`config.mk`:
```
export PLATFORM = sky130hd
export DESIGN_NAME = sensor_frame_collector
export DESIGN_NICKNAME = d
export VERILOG_FILES = /design/src/rtl/flight_ctrl_pkg.sv /design/src/rtl/sync_edge_det.sv /design/src/rtl/sensor_frame_collector.sv
export SDC_FILE = /design/constraint.sdc
export NUM_CORES = 1
export LEC_CHECK = 0
export CORE_MARGIN = 2
export CORE_UTILIZATION = 48
export CTS_BUF_LIST = sky130_fd_sc_hd__clkbuf_4 sky130_fd_sc_hd__clkbuf_8
export CTS_CLUSTER_SIZE = 16
export DETAILED_ROUTE_END_ITERATION = 12
export PLACE_DENSITY = 0.78
export RECOVER_POWER = 100
export SLEW_MARGIN = 15
export SYNTH_ARGS = -nofsm -noshare
export SYNTH_HDL_FRONTEND = slang
export SYNTH_SLANG_ARGS = --single-unit
```
`constraint.sdc`:
```
create_clock -name CLK -period 2.2 [get_ports CLK]
set_input_delay 0.33 -clock CLK [delete_from_list [all_inputs] [get_ports CLK]]
set_output_delay 0.33 -clock CLK [all_outputs]
set_load 0.05 [all_outputs]
```
`src/rtl/flight_ctrl_pkg.sv`:
```
// Shared flight-control definitions: collector FSM states and the default
// MPU-style frame layout.
package flight_ctrl_pkg;

   typedef enum logic [1:0] {
      ST_IDLE = 2'd0,
      ST_READ = 2'd1,
      ST_DONE = 2'd2
   } fsm_state_t;

   localparam int unsigned FRAME_BYTES_DEF = 14;
   // accel XYZ at 0/2/4, temperature at 6 (unmapped), gyro XYZ at 8/10/12
   localparam logic [47:0] CHAN_OFS_DEF = {8'd12, 8'd10, 8'd8, 8'd4, 8'd2, 8'd0};

endpackage

```
`src/rtl/sync_edge_det.sv`:
```
// Multi-flop synchroniser for an asynchronous level, followed by a history
// flop that turns its rising edge into a single-cycle pulse.
module sync_edge_det #(
   parameter int unsigned SYNC_STAGES = 3
) (
   input  logic CLK,
   input  logic RST_N,
   input  logic ASYNC_IN,
   output logic RISE
);

   logic [SYNC_STAGES-1:0] sync_q;
   logic                   hist_q;

   always_ff @(posedge CLK or negedge RST_N) begin
      if (!RST_N) begin
         sync_q <= '0;
         hist_q <= 1'b0;
      end else begin
         sync_q <= {sync_q[SYNC_STAGES-2:0], ASYNC_IN};
         hist_q <= sync_q[SYNC_STAGES-1];
      end
   end

   assign RISE = sync_q[SYNC_STAGES-1] & ~hist_q;

endmodule

```
`src/rtl/sensor_frame_collector.sv`:
```
// IMU frame collector: on a data-ready interrupt requests an I2C burst,
// scatters the bytes into per-channel registers and reports frame status.
module sensor_frame_collector
   import flight_ctrl_pkg::*;
#(
   parameter int unsigned           NUM_CHAN    = 6,
   parameter int unsigned           CHAN_BYTES  = 2,
   parameter int unsigned           FRAME_BYTES = FRAME_BYTES_DEF,
   parameter logic [NUM_CHAN*8-1:0] CHAN_OFS    = CHAN_OFS_DEF,
   parameter int unsigned           SYNC_STAGES = 3,
   parameter int unsigned           TIMEOUT_CYC = 65535
) (
   input  logic                             CLK,
   input  logic                             RST_N,
   input  logic                             ICU_INT,
   input  logic                             CFG_LE,
   input  logic [7:0]                       I2C_READ_DATA,
   input  logic                             I2C_READ_VALID,
   input  logic                             I2C_BUSY,
   output logic                             I2C_READ_EN,
   output logic [NUM_CHAN*CHAN_BYTES*8-1:0] CHAN_DATA,
   output logic [NUM_CHAN-1:0]              CHAN_VALID,
   output logic                             FRAME_VALID,
   output logic                             FRAME_ERR,
   output logic [7:0]                       OVERRUN_CNT
);

   localparam int unsigned CHAN_W    = 8 * CHAN_BYTES;
   localparam logic [7:0]  FRAME_LEN = 8'(FRAME_BYTES);
   localparam logic [15:0] WD_LAST   = 16'(TIMEOUT_CYC - 1);

   fsm_state_t  state_q, state_d;
   logic        int_evt, byte_evt, busy_fall, timeout, store_evt;
   logic        valid_dl, busy_dl, err_flag;
   logic [7:0]  byte_cnt;
   logic [15:0] wd_cnt;

   sync_edge_det #(.SYNC_STAGES(SYNC_STAGES)) u_int_sync (
      .CLK      (CLK),
      .RST_N    (RST_N),
      .ASYNC_IN (ICU_INT),
      .RISE     (int_evt)
   );

   assign byte_evt  = I2C_READ_VALID & ~valid_dl;
   assign busy_fall = busy_dl & ~I2C_BUSY;
   assign timeout   = (state_q == ST_READ) && (wd_cnt == WD_LAST);
   assign store_evt = byte_evt && (state_q == ST_READ) && (byte_cnt < FRAME_LEN);

   always_ff @(posedge CLK or negedge RST_N) begin
      if (!RST_N) state_q <= ST_IDLE;
      else        state_q <= state_d;
   end

   always_comb begin
      state_d = state_q;
      case (state_q)
         ST_IDLE: if (int_evt) state_d = ST_READ;
         ST_READ: if (timeout || busy_fall) state_d = ST_DONE;
         ST_DONE: state_d = ST_IDLE;
         default: state_d = ST_IDLE;
      endcase
   end

   always_comb begin
      I2C_READ_EN = 1'b0;
      FRAME_VALID = 1'b0;
      FRAME_ERR   = 1'b0;
      case (state_q)
         ST_READ: I2C_READ_EN = 1'b1;
         ST_DONE: begin
            if ((byte_cnt == FRAME_LEN) && !err_flag) FRAME_VALID = 1'b1;
            else                                      FRAME_ERR   = 1'b1;
         end
         default: ;
      endcase
   end

   always_ff @(posedge CLK or negedge RST_N) begin
      if (!RST_N) begin
         valid_dl    <= 1'b0;
         busy_dl     <= 1'b0;
         byte_cnt    <= '0;
         wd_cnt      <= '0;
         err_flag    <= 1'b0;
         OVERRUN_CNT <= '0;
      end else begin
         valid_dl <= I2C_READ_VALID;
         busy_dl  <= I2C_BUSY;
         wd_cnt   <= (state_q == ST_READ) ? wd_cnt + 16'd1 : '0;
         if ((state_q == ST_IDLE) && int_evt)
            byte_cnt <= '0;
         else if ((state_q == ST_READ) && byte_evt && (byte_cnt != 8'hFF))
            byte_cnt <= byte_cnt + 8'd1;
         if ((state_q == ST_IDLE) && int_evt) err_flag <= 1'b0;
         else if (timeout)                    err_flag <= 1'b1;
         if (int_evt && (state_q != ST_IDLE) && (OVERRUN_CNT != 8'hFF))
            OVERRUN_CNT <= OVERRUN_CNT + 8'd1;
      end
   end

   for (genvar c = 0; c < NUM_CHAN; c++) begin : g_chan
      localparam logic [8:0] OFS = {1'b0, CHAN_OFS[8*c +: 8]};
      logic [8:0]        pos;
      logic              hit;
      logic [CHAN_W-1:0] chan_q;
      logic              cv_q;

      // pos is only meaningful when the byte index is at or past this channel's offset
      assign pos = {1'b0, byte_cnt} - OFS;
      assign hit = store_evt && ({1'b0, byte_cnt} >= OFS) && (pos < 9'(CHAN_BYTES));

      always_ff @(posedge CLK or negedge RST_N) begin
         if (!RST_N) begin
            chan_q <= '0;
            cv_q   <= 1'b0;
         end else begin
            cv_q <= hit && (pos == 9'(CHAN_BYTES - 1));
            for (int unsigned b = 0; b < CHAN_BYTES; b++) begin
               if (hit && (pos == 9'(b))) begin
                  if (CFG_LE) chan_q[8*b +: 8]          <= I2C_READ_DATA;
                  else        chan_q[CHAN_W-1-8*b -: 8] <= I2C_READ_DATA;
               end
            end
         end
      end

      assign CHAN_DATA[c*CHAN_W +: CHAN_W] = chan_q;
      assign CHAN_VALID[c]                 = cv_q;
   end

endmodule
```
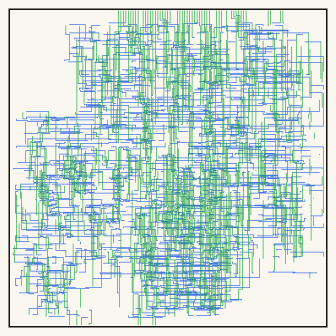
Run 1: signal wires by layer
Two of the layers only.
metal 2: marked green, wire length 8800 um. metal 1: marked blue, wire length 7300 um.

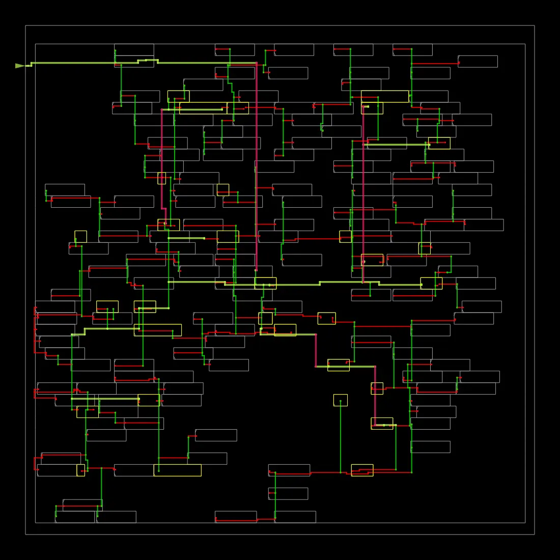
Run 1: clock wiring as the flow saved it
Clk. pwr: 2.30 mW
CTS Buf Count: 17
flop count: 143
clock sinks: 143

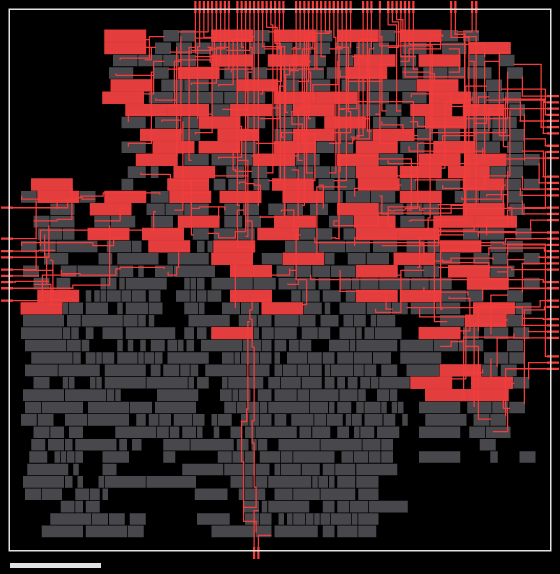
Run 1: nets reached from selected ports
Bar = 20 um.
`CHAN_DATA`: marked red, bits 96, direction output, edge 50 top, 35 right, 9 left, 2 bottom, end cells 96, buffers 96, wire 4160 um.

==> results_slide.txt, run 1 <==
Synthesis and Place & Route Summary

Status
  • Status: complete, but fails checks
  • Failing checks: negative setup slack

Route
  • DRT antenna net count: 0
  • Final wirelength: 17.5 mm
  • DR vias: 4550
  • Per-cell routed wire length: 20.6 um
  • DRC: 0

GRT
  • Vias in the first global route: 4624
  • Largest net degree at the start of global routing: 52

Cells and area
  • Logic cell area: 2990 sq um
  • Data buffer area share: 0.203
  • Nets@finish: 701
  • Comb/total area: 0.327
  • Logic Gate Count: 300
  • Sequential Area: 3580 sq um
  • Area grow syn2layout: 44.9%
  • Final Non-Filler Cells: 849
  • Max-area cell class: registers
  • Seq/total area: 0.393
  • # diodes: 0
  • Fillers: 845

Power
  • Power per cell area: 808 nW/um^2
  • Max VDD drop: 0.806 mV
  • Tot Pwr: 7.37 mW

Yosys
  • Synthesis Warnings: 0
  • Average size of a mapped cell: 13.1 sq um
  • Ys cells: 481
  • Number of synthesized flops with an enable pin: 0
  • Synth Seq Share: 0.568

STA
  • Worst Skew: 0.0114 ns
  • Final setup viols: 49
  • Slew margin rel.: 0.241
  • Worst slew pin tran: 1.14 ns
  • Final setup margin: -0.119 ns
  • Final worst-path cycle share: 1.05

Critical path
  • Worst-path fanout max: 8
  • RR Startpoint: byte_cnt[3]
  • CP Capture Type: register
  • Crit path launch type: register

CTS
  • Latency at later pin: 0.46 ns

Placement
  • Placed Cells incl. Taps: 802

Floorplanning
  • Initial Util: 0.495
  • Chip area: 14100 sq um

Job
  • Max Cap Viol: 0
-- run 1: what timing repair did --
| action | 4_1_cts | 5_1_grt |
|---|---|---|
| gates cloned | 0 | 0 |
| hold buffers | 1 | 0 |
| buffers inserted | 4 | 13 |
| pin swaps | 7 | 17 |
| setup endpoints to repair | 82 | 98 |
| gates resized | 25 | 89 |
| hold endpoints to repair | 42 | 0 |
-- run 1: synthesized netlist by cell type (2+ instances only) --
library cell	instances	area share
a31oi_1	2	0.0020
mux2_4	16	0.038
nand2_1	24	0.014
inv_1	15	0.0089
nor3_1	8	0.0064
and4_1	3	0.0042
ha_1	22	0.044
buf_4	8	0.0095
nand2b_1	4	0.0040
or2_2	2	0.0020
mux2i_1	2	0.0032
nor2b_1	2	0.0020
buf_2	2	0.0016
nand4_1	9	0.0089
and3_1	8	0.0079
xor2_1	16	0.022
mux2_2	83	0.15
dfrtp_1	143	0.57
o21ai_0	4	0.0032
nand3_1	11	0.0087
nor2_1	34	0.020
a21oi_1	11	0.0087
clkbuf_1	11	0.0066
or4_1	3	0.0036
nor3_2	4	0.0064
xnor2_1	10	0.014
nor3b_2	2	0.0040
or3_1	3	0.0030
nor4_1	2	0.0020
-- run 1: logic make-up after synthesis --
| kind of cell | Yosys count | synth area share |
|---|---|---|
| flops | 143 | 0.568 |
| xor+xnor | 26 | 0.0362 |
| compound gates | 26 | 0.0254 |
| mux | 101 | 0.190 |
| fa+ha+maj | 22 | 0.0437 |
| simple gates | 125 | 0.108 |
| buf+inv | 38 | 0.0290 |
-- run 1: stage by stage --
step                      TNS, ns   util  area (sq um)
after floorplan            -0.282      -          6340
after global placement     -25.95  0.637          8110
after detailed placement   -31.88  0.637          8110
after CTS                   -1.19  0.684          8700
after global routing        -7.09  0.717          9130
final                       -2.14  0.717          9130
-- run 1: critical path, cell delays in order (launching register included) --
cell and delay (ns):
dfrtp_2 0.50, buf_12 0.16, buf_4 0.16, o22ai_2 0.18
nand4_1 0.15, buf_4 0.18, or4_4 0.52, mux2_4 0.34
-- run 1: worst paths after layout --
check,cells past startpoint,end
hold reg to reg,0,u_int_sync.sync_q[1]
hold / removal,0,u_int_sync.sync_q[1]
setup reg to reg,7,g_chan[4].chan_q[12]
min in group asynchronous,2,g_chan[5].cv_q
max in group asynchronous,3,g_chan[2].chan_q[5]
setup / recovery,7,g_chan[4].chan_q[12]
-- run 1: metal layers --
layer,part of all wire,track usage
met1,0.42,0.296
met2,0.50,0.384
met3,0.056,0.0676
met4,0.023,0.0908
met5,0,0
-- run 1: sequential cells by signal (all words and copies together) (netlist names) --
| signal | cells |
|---|---|
| err_flag | 1 |
| g_chan.cv_q | 6 |
| u_int_sync.sync_q | 3 |
| OVERRUN_CNT | 8 |
| g_chan.chan_q | 96 |
| u_int_sync.hist_q | 1 |
| wd_cnt | 16 |
| valid_dl | 1 |
| byte_cnt | 8 |
| busy_dl | 1 |
| state_q | 2 |
-- run 1: power breakdown --
part           total, mW  internal [mW]  switching (mW)
clock               2.30           1.25            1.05
combinational       2.06          0.817            1.24
sequential          3.01           2.83           0.179
==> inputs of run 2 (changes only) <==
Settings changed: CTS_CLUSTER_DIAMETER set to 150.
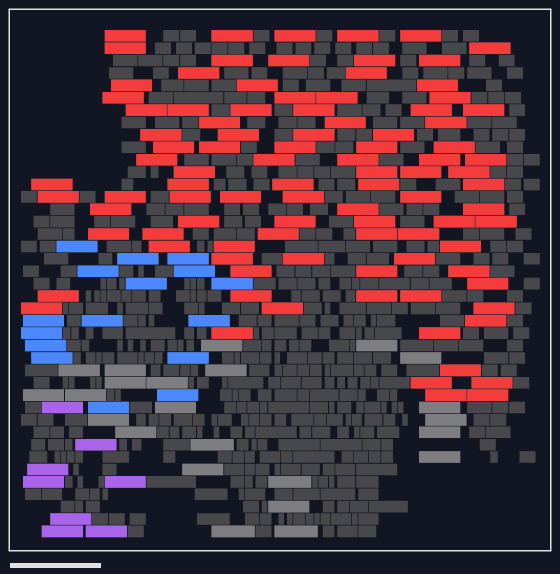
Run 2: sequential cells grouped by signal name
Bar = 20 um. Other sequential cells in the stronger grey, the rest of the logic in the fainter grey.
`OVERRUN_CNT`: marked purple, sequential cells 8, where bottom left. `g_chan.chan_q`: marked red, sequential cells 96. `wd_cnt`: marked blue, sequential cells 16, where left middle.
Another 23 sequential cells are not coloured.

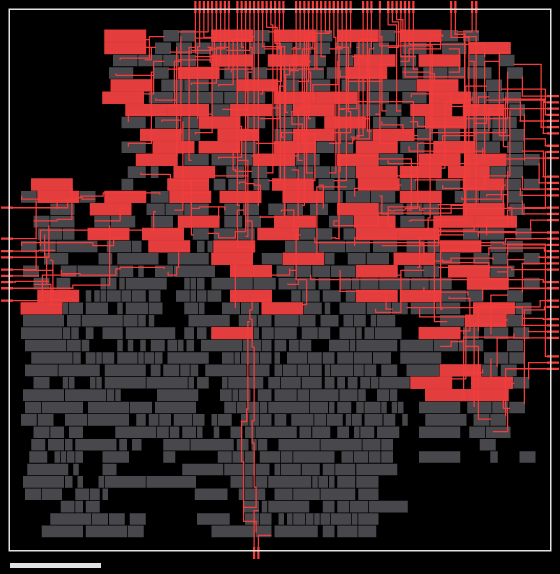
Run 2: nets reached from selected ports
Bar = 20 um.
`CHAN_DATA`: marked red, bits 96, direction output, edge 50 top, 35 right, 9 left, 2 bottom, end cells 96, buffers 96, wire 4160 um.

==> results_slide.txt, run 2 <==
Synthesis and Place & Route Summary

Yosys
  • Commonest cells post-synth: dfrtp_1 (143), mux2_2 (83), nor2_1 (34)
  • Cell area leaders: dfrtp_1 (57%), mux2_2 (15%), ha_1 (4.4%), mux2_4 (3.8%), xor2_1 (2.2%)
  • Synthesis Warnings: 0
  • Ys cells: 481
  • Cell taking the most area after synthesis: dfrtp_1
  • Number of synthesized flops with an enable pin: 0
  • Top cell area share: 0.568
  • Average size of a mapped cell: 13.1 sq um

GRT
  • GR Layer Usage met2: 0.384
  • Largest net degree at the start of global routing: 52
  • Global Route met3 Usage: 0.0676
  • GR peak layer: met2
  • Vias in the first global route: 4624
  • M1 GR Usage: 0.296

Cells and area
  • Nets@finish: 701
  • Register bank with the most flops: g_chan.chan_q
  • # diodes: 0
  • Area grow syn2layout: 44.9%
  • Logic cell area: 2990 sq um
  • Sequential Area: 3580 sq um
  • Design area: 9130 sq um
  • Fillers: 845

Power
  • Power per cell area: 808 nW/um^2

Critical path
  • Worst-path fanout max: 8
  • Crit path launch type: register

Route
  • Per-cell routed wire length: 20.6 um
  • DRC: 0

STA
  • Final setup viols: 49
  • Final setup margin: -0.119 ns
  • Slew margin rel.: 0.241

Placement
  • Placed cell areas: 8110 sq um

CTS
  • CTS Buf Count: 17

Status
  • Status: complete, but fails checks
  • Failing checks: negative setup slack

Floorplanning
  • Chip area: 14100 sq um
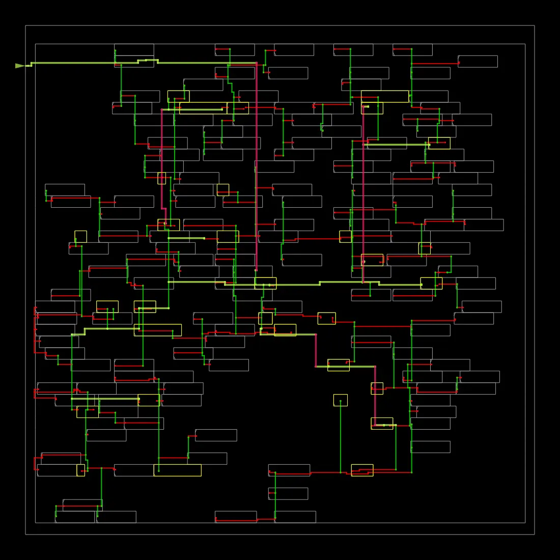
Run 2: clock wiring as the flow saved it
clock buf count: 18
Worst Skew: 0.0114 ns
Latency at later pin: 0.46 ns

run 2: worst max-delay path, stage by stage (launching register included):
cell     delay, ns
dfrtp_2       0.50
buf_12        0.16
buf_4         0.16
o22ai_2       0.18
nand4_1       0.15
buf_4         0.18
or4_4         0.52
mux2_4        0.34
run 2: kinds of logic after synthesis:
family | Yosys count | share of synthesized area
adders and majority gates | 22 | 0.0437
and+or+nand+nor | 125 | 0.108
DFF | 143 | 0.568
AOI/OAI and AO/OA | 26 | 0.0254
muxes | 101 | 0.190
buffers and inverters | 38 | 0.0290
xor gates and xnor gates | 26 | 0.0362
run 2: stage by stage:
stage / hold slack [ns] / utilization / power [mW] / std cells / setup slack (ns)
final: 0.363 / 0.717 / 7.37 / 849 / -0.119
after global routing: 0.367 / 0.717 / 7.65 / 849 / -0.133
after CTS: 0.295 / 0.684 / 7.21 / 838 / -0.0692
after detailed placement: 0.295 / 0.637 / 4.90 / 802 / -0.411
after global placement: 0.289 / 0.637 / 4.85 / 802 / -0.352
after floorplan: 0.0344 / - / 4.16 / 481 / -0.0242
run 2: report_power, final:
group	switching, mW	internal [mW]	total, mW
Clock	1.05	1.25	2.30
Combinational	1.24	0.817	2.06
Sequential	0.179	2.83	3.01
Total	2.47	4.90	7.37
run 2: per-layer routing:
layer,wire (um),vias to the layer above
met4,394,0
met1,7300,2325
met3,973,29
met2,8800,157
li1,-,2039
met5,0,-
run 2: worst paths after layout:
path,to,cells after the start,startpoint,slack [ns]
max,g_chan[4].chan_q[12],7,byte_cnt[3],-0.12
min,u_int_sync.sync_q[1],0,u_int_sync.sync_q[0],0.36
max reg2reg,g_chan[4].chan_q[12],7,byte_cnt[3],-0.12
min reg2reg,u_int_sync.sync_q[1],0,u_int_sync.sync_q[0],0.36
max in group asynchronous,g_chan[2].chan_q[5],3,RST_N,0.29
min in group asynchronous,g_chan[5].cv_q,2,RST_N,0.63
run 2: cell type report:
| type | count | share of cell area |
|---|---|---|
| multi-input cells | 300 | 0.327 |
| flip-flops and latches | 143 | 0.393 |
| inverters | 15 | 0.00644 |
| well taps | 172 | 0.0236 |
| repair buffers | 188 | 0.203 |
| clock inverters | 13 | 0.0207 |
| clock buffers | 18 | 0.0265 |
run 2: timing repair:
action                                 CTS  global route
setup endpoints to repair               82            98
hold buffers                             1             0
gates cloned                             0             0
pin swaps                                7            17
setup buffers                            4            13
endpoints found under the hold margin   42             0
resized                                 25            89
Power is estimated from default activity; no workload was simulated.
